===== config.mk =====
export PLATFORM = sky130hd
export DESIGN_NAME = ms_dbio_arb
export DESIGN_NICKNAME = d
export VERILOG_FILES = /design/src/rtl/ms_dbio_arb.sv
export SDC_FILE = /design/constraint.sdc
export NUM_CORES = 1
export LEC_CHECK = 0
export ABC_AREA = 0
export CAP_MARGIN = 30
export CORE_AREA = 3 3 187 189
export CTS_CLUSTER_SIZE = 10
export DETAILED_ROUTE_END_ITERATION = 10
export DIE_AREA = 0 0 190 192
export SLEW_MARGIN = 20
export SYNTH_ARGS = -nofsm -noshare
export SYNTH_HDL_FRONTEND = slang
export SYNTH_SLANG_ARGS = --single-unit

===== constraint.sdc =====
create_clock -name AClkH -period 4.2 [get_ports AClkH]
set_clock_uncertainty 0.05 [all_clocks]
set_input_delay 0.84 -clock AClkH [delete_from_list [all_inputs] [get_ports AClkH]]
set_output_delay 0.84 -clock AClkH [all_outputs]
set_load 0.05 [all_outputs]

===== src/rtl/ms_dbio_arb.sv =====
// Round-robin arbiter that shares one DBIO master port among CReqCnt requesters.
// Each grant issues one command, waits for the slave (with timeout), then acks the requester.
module ms_dbio_arb #(
  parameter int CReqCnt  = 3,
  parameter int CTimeout = 255
) (
  input  logic                    AClkH,
  input  logic                    AResetHN,
  input  logic                    AClkHEn,
  input  logic [CReqCnt-1:0]      AReq,
  input  logic [12*CReqCnt-1:0]   AReqAddr,
  input  logic [64*CReqCnt-1:0]   AReqMosi,
  input  logic [4*CReqCnt-1:0]    AReqMosiIdx,
  input  logic [4*CReqCnt-1:0]    AReqMisoIdx,
  output logic [CReqCnt-1:0]      AAck,
  output logic                    AErr,
  output logic [63:0]             AMiso,
  output logic [11:0]             ADbioAddr,
  output logic [63:0]             ADbioMosi,
  output logic [3:0]              ADbioMosiIdx,
  output logic [3:0]              ADbioMisoIdx,
  output logic                    ADbioMosi1st,
  output logic                    ADbioMiso1st,
  input  logic [63:0]             ADbioMiso,
  input  logic                    ADbioBusy,
  output logic                    ABusy,
  output logic [1:0]              AGnt
);

  // state | meaning
  // Idle  | no transaction; arbitrate among raised requests
  // Issue | latched command driven on the DBIO port for one cycle
  // Wait  | waiting for the slave to drop busy, or for the timeout
  // Done  | one-cycle ack to the granted requester
  typedef enum logic [3:0] {
    stIdle  = 4'b0001,
    stIssue = 4'b0010,
    stWait  = 4'b0100,
    stDone  = 4'b1000
  } stateT;

  stateT       state, nextState;
  logic [11:0] cmdAddr, selAddr;
  logic [63:0] cmdMosi, selMosi;
  logic [3:0]  cmdMosiIdx, cmdMisoIdx, selMosiIdx, selMisoIdx;
  logic [1:0]  gntQ, rrPtr, selIdx, rrNext;
  logic        selFound;
  logic [7:0]  waitCnt;
  logic [63:0] misoQ;
  logic        errQ;
  logic        timeoutHit;

  // rrPtr holds the requester with highest priority for the next grant.
  always_comb begin
    selFound   = 1'b0;
    selIdx     = '0;
    rrNext     = '0;
    selAddr    = '0;
    selMosi    = '0;
    selMosiIdx = '0;
    selMisoIdx = '0;
    for (int off = 0; off < CReqCnt; off++) begin
      for (int i = 0; i < CReqCnt; i++) begin
        if (!selFound && AReq[i] && (i == (int'(rrPtr) + off) % CReqCnt)) begin
          selFound   = 1'b1;
          selIdx     = 2'(i);
          rrNext     = 2'((i + 1) % CReqCnt);
          selAddr    = AReqAddr[12*i +: 12];
          selMosi    = AReqMosi[64*i +: 64];
          selMosiIdx = AReqMosiIdx[4*i +: 4];
          selMisoIdx = AReqMisoIdx[4*i +: 4];
        end
      end
    end
  end

  assign timeoutHit = (waitCnt == 8'(CTimeout - 1));

  always_ff @(posedge AClkH or negedge AResetHN) begin
    if (!AResetHN) begin
      state <= stIdle;
    end else if (AClkHEn) begin
      state <= nextState;
    end
  end

  always_comb begin
    nextState = state;
    case (state)
      stIdle:  if (selFound) nextState = stIssue;
      stIssue: nextState = stWait;
      stWait:  if (!ADbioBusy || timeoutHit) nextState = stDone;
      stDone:  nextState = stIdle;
      default: nextState = stIdle;
    endcase
  end

  always_ff @(posedge AClkH or negedge AResetHN) begin
    if (!AResetHN) begin
      cmdAddr    <= '0;
      cmdMosi    <= '0;
      cmdMosiIdx <= '0;
      cmdMisoIdx <= '0;
      gntQ       <= '0;
      rrPtr      <= '0;
      waitCnt    <= '0;
      misoQ      <= '0;
      errQ       <= 1'b0;
    end else if (AClkHEn) begin
      case (state)
        stIdle: begin
          if (selFound) begin
            cmdAddr    <= selAddr;
            cmdMosi    <= selMosi;
            cmdMosiIdx <= selMosiIdx;
            cmdMisoIdx <= selMisoIdx;
            gntQ       <= selIdx;
            rrPtr      <= rrNext;
          end
        end
        stIssue: waitCnt <= '0;
        stWait: begin
          if (!ADbioBusy) begin
            misoQ <= ADbioMiso;
            errQ  <= 1'b0;
          end else if (timeoutHit) begin
            misoQ <= '0;
            errQ  <= 1'b1;
          end else begin
            waitCnt <= waitCnt + 8'd1;
          end
        end
        default: ;
      endcase
    end
  end

  // DBIO outputs are zero outside Issue so several masters can be OR-ed together.
  assign ADbioAddr    = (state == stIssue) ? cmdAddr : '0;
  assign ADbioMosi    = (state == stIssue) ? cmdMosi : '0;
  assign ADbioMosiIdx = (state == stIssue) ? cmdMosiIdx : '0;
  assign ADbioMisoIdx = (state == stIssue) ? cmdMisoIdx : '0;
  assign ADbioMosi1st = (state == stIssue) && (cmdMosiIdx != 4'd0);
  assign ADbioMiso1st = (state == stIssue) && (cmdMisoIdx != 4'd0);

  always_comb begin
    AAck = '0;
    for (int i = 0; i < CReqCnt; i++) begin
      AAck[i] = (state == stDone) && (gntQ == 2'(i));
    end
  end

  assign AErr  = errQ;
  assign AMiso = misoQ;
  assign ABusy = (state != stIdle);
  assign AGnt  = gntQ;

endmodule


run_1/pdn.png
The bar under the picture is 50 µm long. Pins as bars on the die edge.
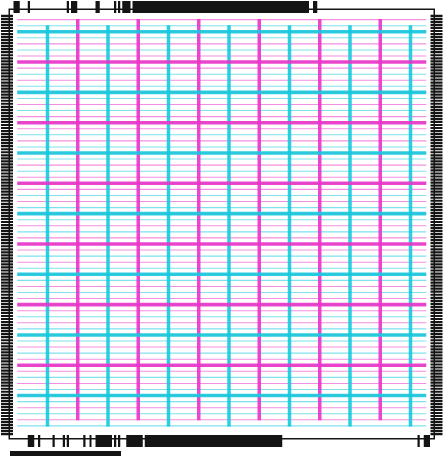
| color | net |
|---|---|
| magenta | VDD |
| cyan | VSS |
rows: 67
met1 rails: 68
met4 straps: 13

run_1/cell_classes.png
The bar under the picture is 50 µm long.
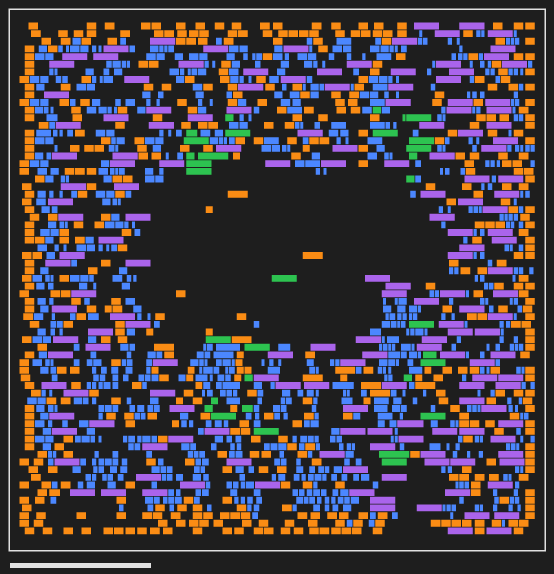
| color | class | cells | share of their area |
|---|---|---|---|
| orange | other buffers and delay cells | 510 | 33% |
| green | clock drivers and dummy loads | 32 | 3.9% |
| purple | flip-flops | 164 | 27% |
| blue | all other logic | 863 | 36% |

run_1/clock_map.png
The bar under the picture is 50 µm long.
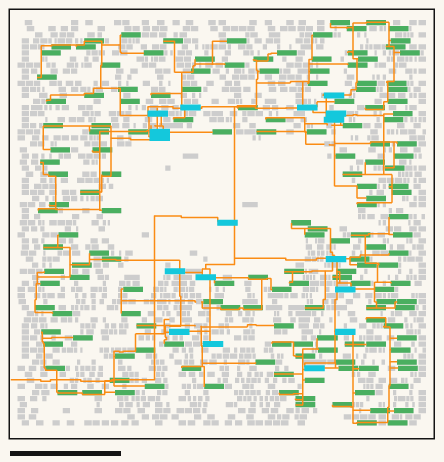
[cyan] cells driving clock nets | count: 17
[green] flip-flops | count: 164
[orange] clock wires | length: 2820 µm
flops lie: widely spread

==> reports/metrics.csv, run 1 <==
stage;metric;value;unit
power_and_ir_drop;comb_power_share;55.3;%
power_and_ir_drop;p_sw_share;46.68;%
finish;fill_cells;3140;
finish;final-clk-cell-share;3.779;%
logic_synthesis;ys_async_sr_fraction;100.0;%
power_and_ir_drop;powerClk;1.67;mW
logic_synthesis;yosys_register_bits;164;
floorplanning;floorplanUtilization;30.53;%
logic_synthesis;netlist_top_cells_area;sky130_fd_sc_hd__dfrtp_1 (40%), sky130_fd_sc_hd__a221o_1 (5.3%), sky130_fd_sc_hd__and2_1 (5.3%);
setup_path;rrSetupSlack;980;ps
sta;max_clock_freq;0.2680;GHz
setup_path;crit_path_end;ADbioMosi[62];
finish;layout.cells.most_common_list;sky130_fd_sc_hd__clkdlybuf4s50_1 (478), sky130_fd_sc_hd__dfrtp_1 (163), sky130_fd_sc_hd__o21ai_0 (102), sky130_fd_sc_hd__and2_1 (86), sky130_fd_sc_hd__inv_1 (74);
finish;flop-count;164;
detailed_routing;routed-wl-met2;20.83;mm
power_and_ir_drop;vdd_drop_max;0.4370;mV
floorplanning;tapCellCount;448;
run;maxCapViolCount;0;
global_routing;grtUsageMet2;37.12;%
sta;layout_worst_path_cycle_share;88.85;%
finish;nNetsFinal;1883;
logic_synthesis;yosys.area.top_type;sky130_fd_sc_hd__dfrtp_1;
outcome;status;completed;
cts;postCtsHoldBufs;0;
logic_synthesis;synth_cells;1157;
setup_path;critical_path_depth;4;
sta;worst_slew_margin_rel;49.65;%
setup_path;path_class;reg2out;
logic_synthesis;syn-num-nets;1484;
power_and_ir_drop;largestPowerGroup;combinational logic;
logic_synthesis;ys_chip_area;10210;µm²
sta;final_critical_path_setup_slack;468.2;ps
floorplanning;die_y;192;µm
finish;area.growth.synth_to_final;56.25;%
sta;final.hold.worst_slack;292.0;ps
logic_synthesis;ys_sh_xor;0.6003;%
power_and_ir_drop;power.combinational.total;5.31;mW
global_routing;grt_antenna_before_repair;6;
floorplanning;rows;67;
global_routing;grt_util_met3;7.958;%
cts;clock_sink_count;164;
cts;clockRootBuffer;sky130_fd_sc_hd__clkbuf_16;
floorplanning;pin_count;480;
detailed_routing;routed-wl-met3;4.606;mm
detailed_routing;detail_route.wirelength.met1;17.40;mm
sta;final_max_slew_viol_count;0;
place;routabilityCongestion;0.8131;
finish;non_clock_buffer_count_in_the_final_layout;510;
setup_path;arrival;2840;ps
floorplanning;chip_area;36480;µm²
global_routing;grt_first_pass_wirelength;65.63;mm
logic_synthesis;ys.flop_type;sky130_fd_sc_hd__dfrtp_1;
==> run 1: synth_stat cells (all sizes together) (2+ instances only) <==
| cell type | count |
|---|---|
| nand2 | 69 |
| nor3b | 2 |
| buf | 35 |
| o41a | 2 |
| mux2 | 2 |
| ha | 4 |
| and2 | 86 |
| a221oi | 54 |
| xnor2 | 7 |
| o211ai | 30 |
| clkbuf | 95 |
| nor2 | 13 |
| a221o | 54 |
| a31oi | 29 |
| o221ai | 54 |
| a31o | 2 |
| dfrtp | 163 |
| nand4 | 30 |
| o21ai | 152 |
| inv | 75 |
| a211o | 27 |
| nand2b | 3 |
| nor2b | 3 |
| nor4b | 3 |
| a21oi | 32 |
| nand3 | 72 |
| nor3 | 7 |
| a21o | 3 |
| and3 | 30 |
| nor4 | 5 |
==> run 2: changes to the inputs <==
--- a/config.mk
+++ b/config.mk
@@ -11,6 +11,8 @@
 export CTS_CLUSTER_SIZE = 10
 export DETAILED_ROUTE_END_ITERATION = 10
 export DIE_AREA = 0 0 190 192
+export GPL_TIMING_DRIVEN = 0
+export MAX_ROUTING_LAYER = met4
 export SLEW_MARGIN = 20
 export SYNTH_ARGS = -nofsm -noshare
 export SYNTH_HDL_FRONTEND = slang
run_2/final_congestion.png
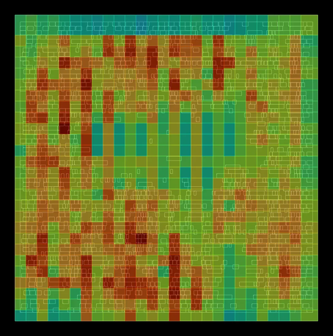
GRT Total Usage: 26.68%
end-of-flow core utilization: 48.49%
met1 track demand over resource in global routing: 30.18%
GR Layer Usage met3: 7.757%

==> run 2 against run 1 <==
- routed wire length up 11%
- power up 1.1%
- critical path depth up 1
- die area unchanged
- non-clock buffer count up 101
- first-iteration DRC count up 8.0%
- cell count up 5.2%
- critical endpoint is now ADbioMiso1st
==> reports/metrics.csv, run 2 <==
stage;metric;value;unit
global_routing;gr-total-overflow;0;
logic_synthesis;ys_chip_area;10210;µm²
setup_path;cell_with_the_largest_stage_delay_on_the_worst_path;sky130_fd_sc_hd__clkdlybuf4s50_1;
logic_synthesis;synth.yosys.num_cells;1157;
power_and_ir_drop;p_sw_share;47.29;%
floorplanning;die_y;192;µm
sta;final_critical_path_setup_slack;322.5;ps
global_routing;grt_antenna_before_repair;8;
place;io_buffer_count;479;
setup_path;required;3310;ps
detailed_routing;routed-wl-met2;24.51;mm
detailed_routing;detail_route.wirelength.met1;19.19;mm
setup_path;crit_chain;nor4b_4, buf_4, clkbuf_1, o41a_1, clkdlybuf4s50_1;
detailed_routing;routed-wl-met3;4.339;mm
cts;cts-resized-gates;13;
sta;worstMarginPinSlew;807.1;ps
logic_synthesis;post_synth_and_or_nand_nor_area_fraction;17.53;%
global_routing;grtUsageMet2;45.23;%
sta;max_clock_freq;0.2579;GHz
power_and_ir_drop;largestPowerGroup;combinational logic;
floorplanning;chip_area;36480;µm²
finish;layout.cells.most_common_list;sky130_fd_sc_hd__clkdlybuf4s50_1 (470), sky130_fd_sc_hd__dfrtp_1 (163), sky130_fd_sc_hd__o21ai_0 (102), sky130_fd_sc_hd__clkbuf_1 (90), sky130_fd_sc_hd__and2_1 (86);
detailed_routing;drcViolationCount;0;
sta;final.hold.worst_slack;306.1;ps
cts;clock_sink_count;164;
setup_path;path_class;reg2out;
floorplanning;floorplanUtilization;30.53;%
global_routing;maximum_number_of_pins_on_one_net_before_global_route_repair;86;
setup_path;critical_path.n_buffers_inverters;3;
floorplanning;pin_count;480;
setup_path;arrival;2990;ps
logic_synthesis;yosys_register_bits;164;
global_routing;grt_first_pass_wirelength;72.07;mm
logic_synthesis;ys.flop_type;sky130_fd_sc_hd__dfrtp_1;
sta;final_max_slew_viol_count;0;
logic_synthesis;netlist_top_cells_area;sky130_fd_sc_hd__dfrtp_1 (40%), sky130_fd_sc_hd__a221o_1 (5.3%), sky130_fd_sc_hd__and2_1 (5.3%);
cts;cts.repair_timing.setup_buffer_count;0;
global_routing;grt_busiest_layer;met2;
logic_synthesis;ys_sh_xor;0.6003;%
logic_synthesis;syn-num-nets;1484;
setup_path;crit_path_end;ADbioMiso1st;
floorplanning;die-width;190;µm
finish;nNetsFinal;1984;
power_and_ir_drop;power.combinational.total;5.56;mW
logic_synthesis;ys_async_sr_fraction;100.0;%
place;routabilityCongestion;0.8906;
logic_synthesis;yosys.area.top_type;sky130_fd_sc_hd__dfrtp_1;
power_and_ir_drop;powerClk;1.54;mW
sta;layout_worst_path_cycle_share;92.32;%
cts;clockRootBuffer;sky130_fd_sc_hd__clkbuf_16;
run;maxCapViolCount;0;
cts;postCtsHoldBufs;0;
logic_synthesis;yosysUniqueCellTypes;52;
logic_synthesis;synth-warning-count;0;
logic_synthesis;most_frequently_used_cell_type_in_the_post_synthesis_netlist;sky130_fd_sc_hd__dfrtp_1;
floorplanning;rows;67;
power_and_ir_drop;vdd_drop_max;0.4049;mV
logic_synthesis;common_cells;sky130_fd_sc_hd__dfrtp_1 (163), sky130_fd_sc_hd__o21ai_0 (102), sky130_fd_sc_hd__clkbuf_1 (95);
outcome;status;completed;
finish;area.growth.synth_to_final;58.82;%
logic_synthesis;synth_cells;1157;
setup_path;rrSetupSlack;820;ps
power_and_ir_drop;comb_power_share;57.3;%
setup_path;start_kind;flip-flop;
sta;worst_slew_margin_rel;45.96;%
setup_path;critical_path_depth;5;
sta;setup_total_negative_slack;0;ps
## run 2: cell count changes in the layout (fill, tap and decap cells not counted), sizes merged
cell           before  now
clkdlybuf4s50     478  470
bufinv              2    0
clkinvlp            1    4
clkbuf             19  115
clkinv              5    4
dlygate4sd2         0    6
inv                80   79
diode               4    8
dlymetal6s2s        0    2
buf                32   38
## run 2: layout make-up
type / instances / area, µm²
Clock inverter: 12 / 95.09
Sequential cell: 164 / 4105
Clock buffer: 20 / 466.7
Inverter: 75 / 281.5
Tap cell: 448 / 560.5
Antenna cell: 8 / 20.02
Buffer: 130 / 658.1
Multi-Input combinational cell: 788 / 5200
Timing Repair Buffer: 481 / 4832
Fill cell: 3210 / 17230
==> run 3: changes to the inputs <==
--- a/config.mk
+++ b/config.mk
@@ -8,6 +8,7 @@
 export ABC_AREA = 0
 export CAP_MARGIN = 30
 export CORE_AREA = 3 3 187 189
+export CTS_CLUSTER_DIAMETER = 120
 export CTS_CLUSTER_SIZE = 10
 export DETAILED_ROUTE_END_ITERATION = 10
 export DIE_AREA = 0 0 190 192
run_3/cell_classes.png
The bar under the picture is 50 µm long.
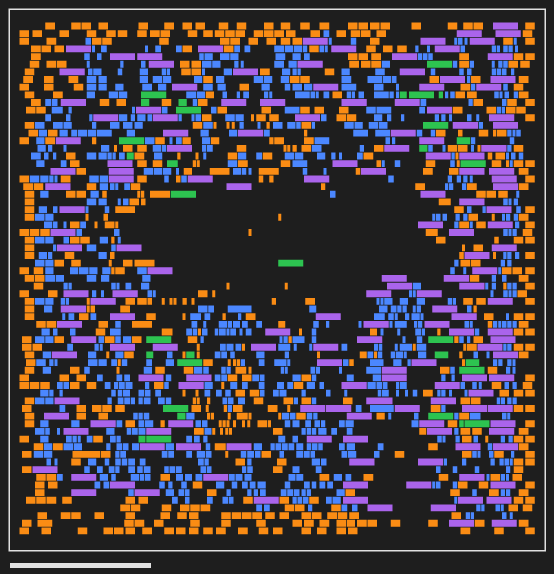
| color | class | cells | share of their area |
|---|---|---|---|
| green | clock drivers and dummy loads | 32 | 3.6% |
| orange | other buffers and delay cells | 611 | 35% |
| blue | all other logic | 863 | 35% |
| purple | flip-flops | 164 | 26% |

==> run 3 against run 2 <==
- critical path depth is the same
- largest cell class unchanged
- count of clock-buffer cells in the layout did not move
- cell count unchanged
- synthesized area unchanged
- power stayed put
- fmax did not move
- via count did not move
- sequential power hardly changed
==> reports/metrics.csv, run 3 <==
stage;metric;value;unit
run;maxCapViolCount;0;
cts;cts.repair_timing.setup_buffer_count;0;
finish;flop-count;164;
cts;cts-resized-gates;13;
logic_synthesis;most_frequently_used_cell_type_in_the_post_synthesis_netlist;sky130_fd_sc_hd__dfrtp_1;
finish;area.growth.synth_to_final;58.82;%
power_and_ir_drop;pg_seq;2.61;mW
cts;postCtsHoldBufs;0;
sta;final.hold.worst_slack;306.1;ps
logic_synthesis;ys.flop_type;sky130_fd_sc_hd__dfrtp_1;
logic_synthesis;yosysUniqueCellTypes;52;
global_routing;grt_first_pass_wirelength;72.07;mm
sta;period_needed;3877;ps
logic_synthesis;synth-warning-count;0;
place;post-dp-hpwl;38.30;mm
logic_synthesis;synth.yosys.num_cells;1157;
finish;count_of_inserted_antenna_diode_cells;8;
setup_path;cpPeakStageDelay;870;ps
setup_path;critical_path.n_buffers_inverters;3;
finish;fill_cells;3210;
global_routing;grt_util_met3;7.757;%
detailed_routing;highest-signal-layer;met4;
power_and_ir_drop;clock_power_share;15.9;%
detailed_routing;routed-wl-met2;24.51;mm
detailed_routing;routed-wl-met3;4.339;mm
power_and_ir_drop;p_sw_share;47.29;%
floorplanning;floorplanUtilization;30.53;%
floorplanning;rows;67;
logic_synthesis;ys_async_sr_fraction;100.0;%
finish;buf_share;33.85;%
place;io_buffer_count;479;
finish;nNonClkInverters;75;
floorplanning;pin_count;480;
logic_synthesis;yosys_register_bits;164;
sta;worst_slew_margin_rel;45.96;%
sta;worstMarginPinSlew;807.1;ps
place;routabilityCongestion;0.8906;
global_routing;globalRouteTotalUtil;26.68;%
sta;max_clock_freq;0.2579;GHz
setup_path;critical_path_peak_fanout;10;
finish;layout.cells.most_common_list;sky130_fd_sc_hd__clkdlybuf4s50_1 (470), sky130_fd_sc_hd__dfrtp_1 (163), sky130_fd_sc_hd__o21ai_0 (102), sky130_fd_sc_hd__clkbuf_1 (90), sky130_fd_sc_hd__and2_1 (86);
floorplanning;tapCellCount;448;
setup_path;crit_chain;nor4b_4, buf_4, clkbuf_1, o41a_1, clkdlybuf4s50_1;
detailed_routing;drcViolationCount;0;
setup_path;cell_with_the_largest_stage_delay_on_the_worst_path;sky130_fd_sc_hd__clkdlybuf4s50_1;
global_routing;maximum_number_of_pins_on_one_net_before_global_route_repair;86;
global_routing;gr-total-overflow;0;
power_and_ir_drop;largestPowerGroup;combinational logic;
setup_path;rrSetupSlack;820;ps
sta;final_critical_path_setup_slack;322.5;ps
setup_path;path_class;reg2out;
setup_path;start_kind;flip-flop;
finish;clkbuf_count;20;
finish;comb-cell-share;32.06;%
logic_synthesis;syn-num-nets;1484;
power_and_ir_drop;total_leakage_power;6.553;nW
cts;clock_sink_count;164;
outcome;status;completed;
finish;layout.area.seq;4105;µm²
power_and_ir_drop;comb_power_share;57.3;%
finish;final-clk-cell-share;3.464;%
power_and_ir_drop;power.combinational.total;5.56;mW
floorplanning;die-width;190;µm
cts;clockRootBuffer;sky130_fd_sc_hd__clkbuf_16;
logic_synthesis;common_cells;sky130_fd_sc_hd__dfrtp_1 (163), sky130_fd_sc_hd__o21ai_0 (102), sky130_fd_sc_hd__clkbuf_1 (95);
logic_synthesis;ys_chip_area;10210;µm²
logic_synthesis;yosys.area.top_type;sky130_fd_sc_hd__dfrtp_1;
finish;nNetsFinal;1984;
place;placedInstanceArea;15620;µm²
logic_synthesis;netlist_top_cells_area;sky130_fd_sc_hd__dfrtp_1 (40%), sky130_fd_sc_hd__a221o_1 (5.3%), sky130_fd_sc_hd__and2_1 (5.3%);
floorplanning;chip_area;36480;µm²
logic_synthesis;syn-mean-instance-area;8.827;µm²
setup_path;required;3310;ps
global_routing;grt_busiest_layer;met2;
finish;non_clock_buffer_count_in_the_final_layout;611;
logic_synthesis;synth_cells;1157;
finish;n_multi_input_combinational_cell;788;
global_routing;grtUsageMet2;45.23;%
power_and_ir_drop;vdd_drop_max;0.4049;mV
finish;final-comb-area;5200;µm²
global_routing;grt_antenna_before_repair;8;
finish;largest_class;non-clock buffers;
sta;final_max_slew_viol_count;0;
sta;setup_total_negative_slack;0;ps
detailed_routing;detail_route.wirelength.met1;19.19;mm
floorplanning;die_y;192;µm
finish;final_core_util;48.49;%
power_and_ir_drop;powerClk;1.54;mW
setup_path;critical_path_depth;5;
finish;seq_share;25.31;%
==> run 3: cell families after synthesis <==
group           share of synthesized area, %
compound gates                         31.84
simple gates                           17.53
buf+inv                                9.115
flops                                  40.20
xor+xnor                              0.6004
fa+ha+maj                             0.4901
mux                                   0.2205
==> run 3: path summary, 6_finish.rpt <==
check,to
worst min register to register,cmdAddr[6]
max in group asynchronous,AMiso[54]
worst min-delay path,cmdMosi[16]
min in group AClkH,cmdAddr[6]
worst max-delay path,ADbioMiso1st
worst max register to register,cmdMosi[58]
==> run 3: stage by stage <==
step	instances	power [mW]
after floorplan	1157	6.095
after global placement	2084	8.102
after detailed placement	2085	8.163
after CTS	2117	9.741
after global routing	2126	10.25
final	2126	9.705
No activity file was given, so power comes from the tool's default toggle rates.
